<file path="config.mk">
export PLATFORM = sky130hd
export DESIGN_NAME = seg7_scan_ctrl
export DESIGN_NICKNAME = d
export VERILOG_FILES = /design/src/rtl/seg7_scan_ctrl.sv
export SDC_FILE = /design/constraint.sdc
export NUM_CORES = 1
export LEC_CHECK = 0
export CORE_MARGIN = 2
export CORE_UTILIZATION = 50
export DETAILED_ROUTE_END_ITERATION = 10
export PLACE_DENSITY = 0.71
export SLEW_MARGIN = 0
export SYNTH_ARGS = -nofsm -noshare
export SYNTH_HDL_FRONTEND = slang
export SYNTH_SLANG_ARGS = --single-unit
</file>
<file path="constraint.sdc">
create_clock -name clk -period 7.5 [get_ports clk]
set_clock_uncertainty 0.1 [all_clocks]
set_input_delay 1.5 -clock clk [delete_from_list [all_inputs] [get_ports clk]]
set_output_delay 1.5 -clock clk [all_outputs]
set_load 0.01 [all_outputs]
</file>
<file path="src/rtl/seg7_scan_ctrl.sv">
// seg7_scan_ctrl
// Scans a 4-digit common-anode seven-segment display through one shared
// BCD decoder. Each digit slot opens with a dead-time window where every
// anode is off. The decoder nibble is loaded at the slot start, so it has
// settled before the anode turns on. Host writes go into a shadow register
// and are committed only at the frame boundary, so a frame never shows a
// mix of old and new digits.

module seg7_scan_ctrl #(
    parameter int PRESCALE     = 100000,
    parameter int BLANK_CYCLES = 4
) (
    input  logic        clk,
    input  logic        rst_n,
    input  logic        load,
    input  logic [15:0] value,
    input  logic        lz_blank,
    output logic [3:0]  bcd_out,
    output logic [3:0]  an,
    output logic        pending,
    output logic        frame_tick
);

    localparam int              CNT_W      = (PRESCALE > 1) ? $clog2(PRESCALE) : 1;
    localparam logic [CNT_W-1:0] CNT_LAST   = CNT_W'(PRESCALE - 1);
    localparam logic [CNT_W-1:0] BLANK_LAST = CNT_W'(BLANK_CYCLES - 1);

    typedef enum logic {
        PH_BLANK = 1'b0,
        PH_ON    = 1'b1
    } phase_t;

    // Slot sequencing state
    phase_t           phase, phase_next;
    logic [CNT_W-1:0] cnt, cnt_next;
    logic [1:0]       dig, dig_next;

    // Display and host-update buffering state
    logic [15:0]      disp, disp_next;
    logic [15:0]      shadow, shadow_next;
    logic             pending_next;
    logic             frame_tick_next;

    // Per-slot output state
    logic [3:0]       bcd_next;
    logic             slot_blank, slot_blank_next;
    logic [3:0]       an_next;

    logic             slot_end;
    logic             frame_end;

    // Selects nibble k of a packed 4-digit BCD word.
    function automatic logic [3:0] nibble_of(input logic [15:0] v, input logic [1:0] k);
        logic [3:0] n;
        case (k)
            2'd0:    n = v[3:0];
            2'd1:    n = v[7:4];
            2'd2:    n = v[11:8];
            default: n = v[15:12];
        endcase
        return n;
    endfunction

    // True when digit k and every digit above it are zero. Digit 0 always
    // reports false so a zero value still lights the rightmost digit.
    function automatic logic upper_zero(input logic [15:0] v, input logic [1:0] k);
        logic z;
        case (k)
            2'd1:    z = (v[15:4]  == 12'h000);
            2'd2:    z = (v[15:8]  == 8'h00);
            2'd3:    z = (v[15:12] == 4'h0);
            default: z = 1'b0;
        endcase
        return z;
    endfunction

    assign slot_end  = (cnt == CNT_LAST);
    assign frame_end = slot_end && (dig == 2'd3);

    // Slot FSM: dead-time phase, then on phase, then advance to the next digit.
    always_comb begin
        cnt_next   = cnt + 1'b1;
        dig_next   = dig;
        phase_next = phase;
        case (phase)
            PH_BLANK: begin
                if (cnt == BLANK_LAST) begin
                    phase_next = PH_ON;
                end
            end
            PH_ON: begin
                if (slot_end) begin
                    cnt_next   = '0;
                    dig_next   = dig + 2'd1;
                    phase_next = PH_BLANK;
                end
            end
            default: begin
                phase_next = PH_BLANK;
            end
        endcase
    end

    // Host updates: the latest write lands in shadow and is committed to disp
    // at the frame boundary; a write on the boundary edge itself bypasses shadow.
    always_comb begin
        disp_next       = disp;
        shadow_next     = shadow;
        pending_next    = pending;
        frame_tick_next = frame_end;
        if (frame_end) begin
            if (load) begin
                disp_next   = value;
                shadow_next = value;
            end else if (pending) begin
                disp_next = shadow;
            end
            pending_next = 1'b0;
        end else if (load) begin
            shadow_next  = value;
            pending_next = 1'b1;
        end
    end

    // Slot-start decode: pick the next nibble and decide, once per slot,
    // whether this digit stays dark (invalid BCD or a leading zero).
    always_comb begin
        bcd_next        = bcd_out;
        slot_blank_next = slot_blank;
        if (slot_end) begin
            bcd_next        = nibble_of(disp_next, dig_next);
            slot_blank_next = (bcd_next > 4'd9) ||
                              (lz_blank && upper_zero(disp_next, dig_next));
        end
    end

    // Anode drive for the coming cycle: at most one low bit, and only in the on phase.
    always_comb begin
        an_next = 4'b1111;
        if ((phase_next == PH_ON) && !slot_blank_next) begin
            an_next = ~(4'b0001 << dig_next);
        end
    end

    // State register with asynchronous active-low reset.
    always_ff @(posedge clk or negedge rst_n) begin
        if (!rst_n) begin
            phase      <= PH_BLANK;
            cnt        <= '0;
            dig        <= 2'd0;
            disp       <= 16'h0000;
            shadow     <= 16'h0000;
            pending    <= 1'b0;
            frame_tick <= 1'b0;
            bcd_out    <= 4'h0;
            slot_blank <= 1'b0;
            an         <= 4'b1111;
        end else begin
            phase      <= phase_next;
            cnt        <= cnt_next;
            dig        <= dig_next;
            disp       <= disp_next;
            shadow     <= shadow_next;
            pending    <= pending_next;
            frame_tick <= frame_tick_next;
            bcd_out    <= bcd_next;
            slot_blank <= slot_blank_next;
            an         <= an_next;
        end
    end

endmodule
</file>
Figure 1. Register map, names as in the netlist (run 1).
Other sequential cells in the stronger grey, the rest of the logic in the fainter grey.
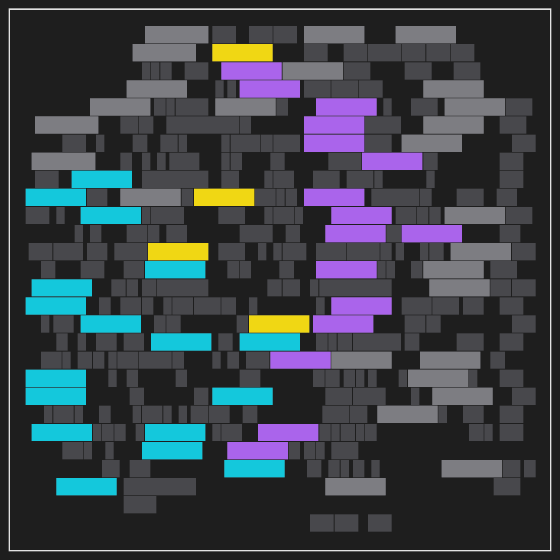
| colour | name in the netlist | placed flops |
|---|---|---|
| purple | disp | 16 |
| yellow | bcd_out | 4 |
| cyan | cnt | 17 |

Figure 2. Selected gate families (run 1).
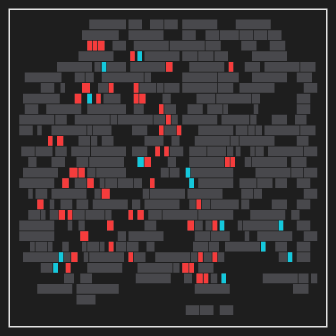
| colour | family | cells |
|---|---|---|
| red | NAND gates | 50 |
| cyan | inverters | 13 |

==> Changelog: implementation, run 1 <==
### Metrics

- Top cell excl fill/tap: dfrtp_1
- FF/Latch Area: 0.00158 mm^2
- Number of nets with antenna violations after routing: 0
- Vias in the first global route: 2099
- Setup TNS: 0 ns
- Post-CTS Hold Fix Bufs: 0
- Combinational share of power: 4.8%
- Area of the mapped netlist: a little under 0.003 mm^2
- Mux frac, synth: under 10%
- Nets@finish: 325
- Routed vias/inst: 5.51
- Max-area cell class: registers
- Yosys top cell area share: 49.5%
- Tmin final: 4.38 ns
- N_diodes: 0
- Simple Share, Synth: 19.5%
- Status: complete, no violations
- DIE AREA: 0.00660 mm^2
- Critical path's slowest cell: o21ai_0
- Switching power: 0.000157 W
- Hold Crit Start: dig[1]$_DFF_PN0_
- Initial antenna violation count: 0
- First-pass GRT wire length: between 10000 and 15000 um
- WL met3: 224 um
- Complex Gates by Area: 10.4%
- Crit. End Element: flop
- Plain + repair buffers: 30
- Biggest regs: cnt (17), disp (16), shadow (16)
- Sequential fraction of the synthesis area: 53.0%
- Clock Power Share: roughly 48%
- Die Y-Extent: 81.2 um
- Cell type with the largest total area: dfrtp_1
- DR top layer: met4
- Detail Placement HPWL: 4230 um
- # Cells Yosys: around 270
- Area added between synthesis and finish: 20.0%
- Pins Over Slew Limit: 0
- Dominant register cell: dfrtp_1
- # IOs: 30
- Synth flops: 63
- Sequential Power: 0.000351 W
- Final-layout clock-cell area share: 6.82%
- Post-DR wirelength/cell: 15.9 um
- Met1 Wirelength: ~2900 um
- Share of layout cells above drive strength 1: 17.9%
Figure 3. PDN straps and rails (run 1).
Pins as bars on the die edge.
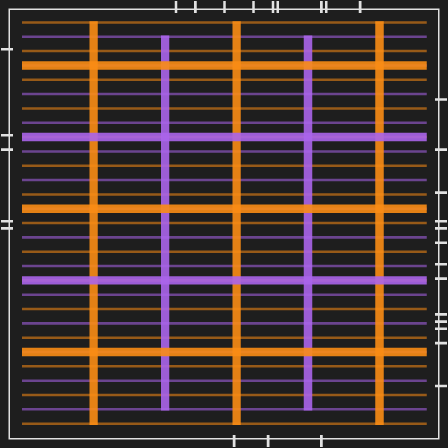
| colour | net |
|---|---|
| orange | VSS |
| purple | VDD |
met1 rails: 29
signal pins: 30
met5 straps: 5
met4 straps: 5
rows: 28

Figure 4. Clock wiring as the flow saved it (run 1).
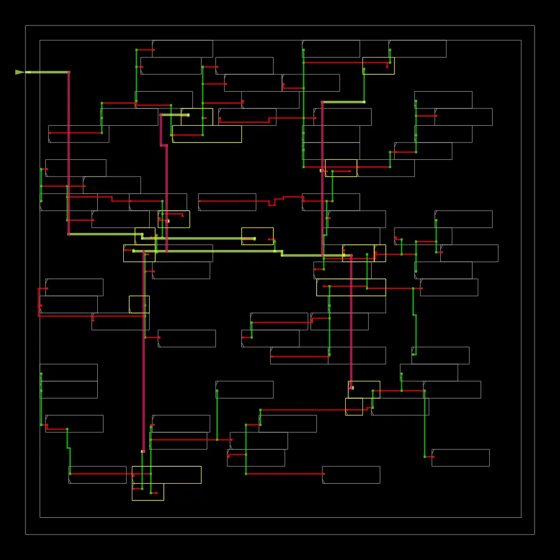
total CTS buffers: 9
Clock Buffer Count: 9
clock sink total: 63

==> run 1: final timing paths <==
kind / end / slack (ns) / cells after the start
setup / recovery: slot_blank$_DFF_PN0_ / 3.12 / 8
hold / removal: an[2]$_DFF_PN1_ / 0.34 / 1
setup reg to reg: bcd_out[0]$_DFFE_PN0N_ / 4.26 / 9
hold reg to reg: an[2]$_DFF_PN1_ / 0.34 / 1
max in group asynchronous: dig[0]$_DFF_PN0_ / 5.59 / 2
min in group asynchronous: shadow[12]$_DFFE_PN0P_ / 1.21 / 2
==> run 1: metrics by stage <==
stage,cell area (um^2),hold slack [ns],std cells
floorplan,2980,0.296,269
global placement,3330,0.322,367
detailed placement,3330,0.332,367
CTS,3580,0.342,383
global route,3580,0.354,383
finish,3580,0.336,383
==> inputs of run 2 (changes only) <==
==> constraint.sdc (replaced) <==
create_clock -name clk -period 4.6 [get_ports clk]
set_clock_uncertainty 0.1 [all_clocks]
set_input_delay 0.92 -clock clk [delete_from_list [all_inputs] [get_ports clk]]
set_output_delay 0.92 -clock clk [all_outputs]
set_load 0.01 [all_outputs]
Figure 5. Clock wiring as the flow saved it (run 2).
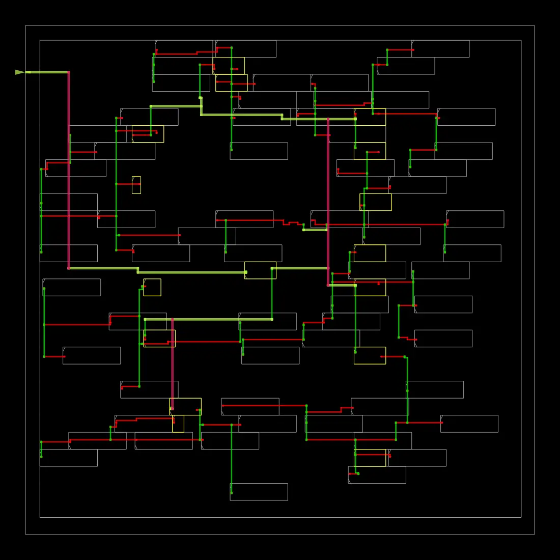
worst skew pair latency: 0.33 ns
Clock Buffer Count: 14

==> run 2 against run 1 <==
Total power is 46% higher. Utilization shrank 0.71 points. Clock power rose by 28%. Setup slack got worse by 1.7 ns. Synthesized cell count is the same. Critical path type is now flop to flop.
==> Changelog: implementation, run 2 <==
### Metrics

- R2r setup slk: 1.42 ns (was 4.26 ns)
- Top cell excl fill/tap: dfrtp_1 (unchanged)
- Worst setup path end: bcd_out[0]$_DFFE_PN0N_ (was slot_blank$_DFF_PN0_)
- Plain + repair buffers: 31 (was 30)
- Status: complete, no violations (unchanged)
- Tmin final: 3.18 ns
- Setup TNS: 0 ns (unchanged)
- Area added between synthesis and finish: 18.6% (was 20.0%)
- # Cells Yosys: 269 (unchanged)
- Biggest regs: cnt (17), disp (16), shadow (16) (unchanged)
- Total CTS buffers: 9 (unchanged)
- Clock Power Share: 42.0% (was 48.1%)
- Critical path's slowest cell: nor4_4 (was o21ai_0)
- Pins Over Slew Limit: 0 (unchanged)
- Hold Crit Start: dig[1]$_DFF_PN0_ (unchanged)
- Fin area: 0.00354 mm^2 (was 0.00358 mm^2)
- Placed Area: 0.00334 mm^2 (was 0.00333 mm^2)
- FF/Latch Area: 0.00158 mm^2 (unchanged)
- N_diodes: 0 (unchanged)
- Fin Hold WS: 0.344 ns (was 0.336 ns)
- Nets@finish: 326 (was 325)
- Hold path depth: 1 (unchanged)
- # IOs: 30 (unchanged)
- Vias in the first global route: 2156 (was 2099)
- Share of layout cells above drive strength 1: 17.8% (was 17.9%)
- Clock sink total: 63 (unchanged)
- Final-layout clock-cell area share: 5.52% (was 6.82%)
- Switching power: 0.000238 W (was 0.000157 W)
- Simple Share, Synth: 19.5% (unchanged)
- FF-to-FF path depth: 9 (unchanged)
- Synth flops: 63 (unchanged)
- Worst Hold Path EP: an[2]$_DFF_PN1_ (unchanged)
- Initial antenna violation count: 0 (unchanged)
- Detail Placement HPWL: 4360 um (was 4230 um)
- Path length in cells of the critical path: 9 (was 8)
- Mux frac, synth: 8.39% (unchanged)
- Sequential fraction of the synthesis area: 53.0% (unchanged)
- Area of the mapped netlist: 0.00298 mm^2 (unchanged)
- First-pass GRT wire length: 10200 um (was 10000 um)
- Worst r2r dst: bcd_out[0]$_DFFE_PN0N_ (unchanged)
- Cell type with the largest total area: dfrtp_1 (unchanged)
- Dpl cells: 368 (was 367)
- Post-CTS Hold Fix Bufs: 0 (unchanged)
- Post-DR wirelength/cell: 16.1 um (was 15.9 um)
- DIE AREA: 0.00660 mm^2 (unchanged)
- Final WS setup: 1.42 ns (was 3.12 ns)
- Routed vias/inst: 5.65 (was 5.51)
- Final Non-Filler Cells: 384 (was 383)
- Die Y-Extent: 81.2 um (unchanged)
- Combinational share of power: 5.5% (was 4.8%)
[run 2: netlist changes by cell type in the layout (fill, tap and decap cells not counted)]
cell / before / now
bufinv_16: 3 / 0
buf_4: 1 / 2
clkinv_4: 1 / 0
clkbuf_8: 9 / 13
inv_6: 1 / 0
clkbuf_1: 0 / 1
[run 2: metal layers]
| metal | up-vias | GRT usage, % | share of wire [%] |
|---|---|---|---|
| met4 | 0 | 7.80 | 2.1 |
| li1 | 1026 | - | - |
| met3 | 15 | 5.89 | 4.4 |
| met5 | - | 0 | 0 |
| met2 | 59 | 32.2 | 47 |
| met1 | 1068 | 27.7 | 46 |
Power and IR drop assume default switching activity.
